[config.mk]
export PLATFORM = sky130hd
export DESIGN_NAME = trigger_capture_unit
export DESIGN_NICKNAME = d
export VERILOG_FILES = /design/src/rtl/trigger_capture_unit.sv
export SDC_FILE = /design/constraint.sdc
export NUM_CORES = 1
export LEC_CHECK = 0
export ABC_AREA = 0
export ABC_CLOCK_PERIOD_IN_PS = 4600
export CAP_MARGIN = 15
export CORE_MARGIN = 4
export CORE_UTILIZATION = 43
export CTS_CLUSTER_SIZE = 10
export DETAILED_ROUTE_END_ITERATION = 8
export DONT_BUFFER_PORTS = 1
export PLACE_DENSITY = 0.63
export SLEW_MARGIN = 20
export SYNTH_ARGS = -nofsm -noshare
export SYNTH_HDL_FRONTEND = slang
export SYNTH_SLANG_ARGS = --single-unit
[constraint.sdc]
create_clock -name clk -period 4.6 [get_ports clk]
set_clock_uncertainty 0.15 [all_clocks]
set_input_delay 0.46 -clock clk [delete_from_list [all_inputs] [get_ports clk]]
set_output_delay 0.46 -clock clk [all_outputs]
set_load 0.02 [all_outputs]
[src/rtl/trigger_capture_unit.sv]
// trigger_capture_unit: probe synchroniser, masked trigger detector and
// sample-rate capture writer feeding the readout FIFO.
module trigger_capture_unit #(
  parameter int CH_WIDTH  = 3,
  parameter int DIV_WIDTH = 16
) (
  input  logic                 clk,
  input  logic                 rst,
  input  logic                 sync_rst,
  input  logic [CH_WIDTH-1:0]  trig_mask,
  input  logic [1:0]           trig_mode,
  input  logic [DIV_WIDTH-1:0] sample_div,
  input  logic [CH_WIDTH-1:0]  probe_in,
  input  logic                 FIFO_wrfull,
  output logic                 FIFO_wrreq,
  output logic [CH_WIDTH-1:0]  FIFO_data,
  output logic                 armed,
  output logic                 triggered,
  output logic [1:0]           state_debug
);

  typedef enum logic [1:0] {
    DISARMED = 2'b00,
    ARMED    = 2'b01,
    CAPTURE  = 2'b10,
    DONE     = 2'b11
  } state_e;

  state_e               state_q, state_d;
  logic [CH_WIDTH-1:0]  sync1_q, sync2_q, prev_q;
  logic [DIV_WIDTH-1:0] div_q, div_d;
  logic                 wrreq_q, wrreq_d;
  logic [CH_WIDTH-1:0]  data_q, data_d;
  logic [CH_WIDTH-1:0]  rise, fall, any_edge, cond;
  logic                 trig_hit;
  logic                 tick;

  always_ff @(posedge clk or negedge rst) begin
    if (!rst) begin
      sync1_q <= '0;
      sync2_q <= '0;
      prev_q  <= '0;
    end else begin
      sync1_q <= probe_in;
      sync2_q <= sync1_q;
      prev_q  <= sync2_q;
    end
  end

  always_comb begin
    rise     = sync2_q & ~prev_q;
    fall     = ~sync2_q & prev_q;
    any_edge = sync2_q ^ prev_q;
    cond     = '0;
    unique case (trig_mode)
      2'b00: cond = rise;
      2'b01: cond = fall;
      2'b10: cond = any_edge;
      2'b11: cond = sync2_q;
    endcase
    // An empty mask means free-run: trigger immediately.
    trig_hit = (trig_mask == '0) | (|(cond & trig_mask));
  end

  assign tick = (div_q >= sample_div);

  always_comb begin
    state_d = state_q;
    div_d   = div_q;
    wrreq_d = 1'b0;
    data_d  = data_q;
    if (sync_rst) begin
      state_d = DISARMED;
      div_d   = '0;
    end else begin
      unique case (state_q)
        DISARMED: state_d = ARMED;
        ARMED: begin
          if (trig_hit) begin
            div_d = '0;
            if (FIFO_wrfull) begin
              state_d = DONE;
            end else begin
              state_d = CAPTURE;
              wrreq_d = 1'b1;
              data_d  = sync2_q;
            end
          end
        end
        CAPTURE: begin
          if (FIFO_wrfull) begin
            state_d = DONE;
          end else if (tick) begin
            div_d   = '0;
            wrreq_d = 1'b1;
            data_d  = sync2_q;
          end else begin
            div_d = div_q + DIV_WIDTH'(1);
          end
        end
        DONE: state_d = DONE;
      endcase
    end
  end

  always_ff @(posedge clk or negedge rst) begin
    if (!rst) begin
      state_q <= DISARMED;
      div_q   <= '0;
      wrreq_q <= 1'b0;
      data_q  <= '0;
    end else begin
      state_q <= state_d;
      div_q   <= div_d;
      wrreq_q <= wrreq_d;
      data_q  <= data_d;
    end
  end

  assign FIFO_wrreq  = wrreq_q;
  assign FIFO_data   = data_q;
  assign armed       = (state_q == ARMED);
  assign triggered   = state_q[1];
  assign state_debug = state_q;

endmodule
Sequential cells colored by netlist name:
(3 px per um) Other sequential cells in the stronger gray, the rest of the logic in the fainter gray.
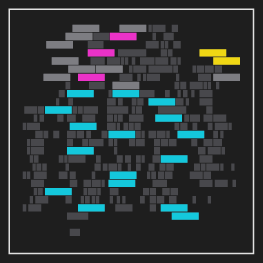
[magenta] `FIFO_data` | placed flops: 3
[cyan] `div_q` | placed flops: 16
[yellow] `state_debug` | placed flops: 2

Metal layers overlaid:
(4 px per um)
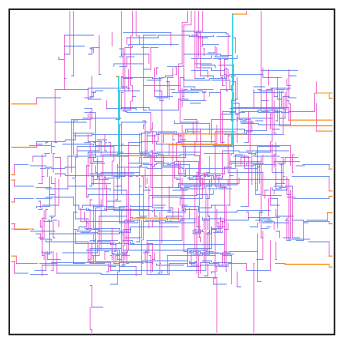
[magenta] metal 2 | wire length: 2130 um
[orange] metal 3 | wire length: 168 um
[blue] metal 1 | wire length: 2280 um
[cyan] metal 4 | wire length: 72.8 um

Pin map:
(3 px per um) Pins as bars across the die edge, other pins in gray.
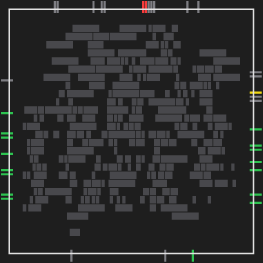
[green] `sample_div` | pins: 16 | direction: input | edge: 8 left, 7 right, 1 bottom
[red] `trig_mode` | pins: 2 | direction: input | edge: top
[yellow] `armed` | pins: 1 | direction: output | edge: right

Congestion heat map:
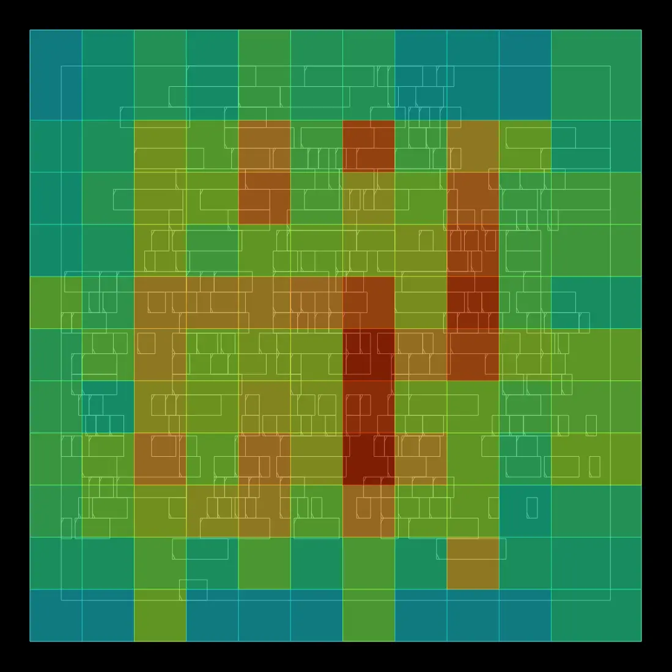
met3 Usage GRT: 2.33%
Top Usage Layer GRT: met2
fin util: 47.7%

Port wiring:
(4 px per um)
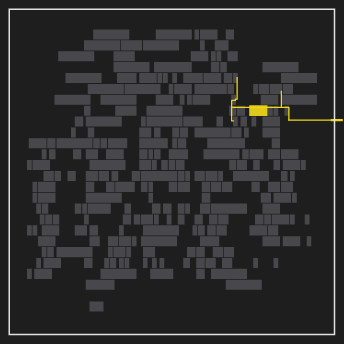
[yellow] `armed` | bits: 1 | direction: output | end cells: 1 | buffers: 0 | wire: 45.1 um

==> run_results.csv <==
group,metric,value,unit
critical_path,startpoint_type,"flop",
clock_network,cts-root-buf,"clkbuf_8",
drt,wl_met2,2130,um
final_timing,setup_ws,1.70,ns
synthesis,yosys.area.top_type_share,33.9,%
drt,ant_nets,0,
final_timing,finalCriticalPeriod,2.90,ns
drt,drt-total-wl,4650,um
drt,dr.pass1.iters,4,
power_and_ir_drop,pg_seq,369,uW
die,rows,26,
clock_network,cts_resized,0,
drt,drtIter0Drc,70,
drt,maxUsedRoutingLayer,"met4",
synthesis,ys_sh_adder,14.8,%
run_status,status,"finished clean",
layout,lay_top_count,"dfrtp_1",
synthesis,ys_ff,31,
critical_path,r2r_slack,1.70,ns
layout,largest_register,"div_q",
synthesis,ys_top_cells_by_area,"dfrtp_1 34%, ha_1 15%, inv_1 4.9%",
die,ios,36,
worst_hold_path,min_to,"sync1_q[1]$_DFF_PN0_",
power_and_ir_drop,swShare,39.2,%
critical_path,path_cells,"ha_1, a211oi_1, o21ai_0, a21oi_1, a21o_1, nand2_2, o41ai_1",
synthesis,yosysCellCount,247,
drt,dr_total_vias,1780,
global_route,use_met1,21.5,%
global_route,grtUsageMet2,24.0,%
critical_path,critPathRequiredTime,4.63,ns
drt,wl_met3,167,um
die,n_tap_cell,70,
die,fp.dieW,80.9,um
die,initCoreUtil,44.5,%
placement,dp_cells,308,
global_route,antenna_found_initial,0,
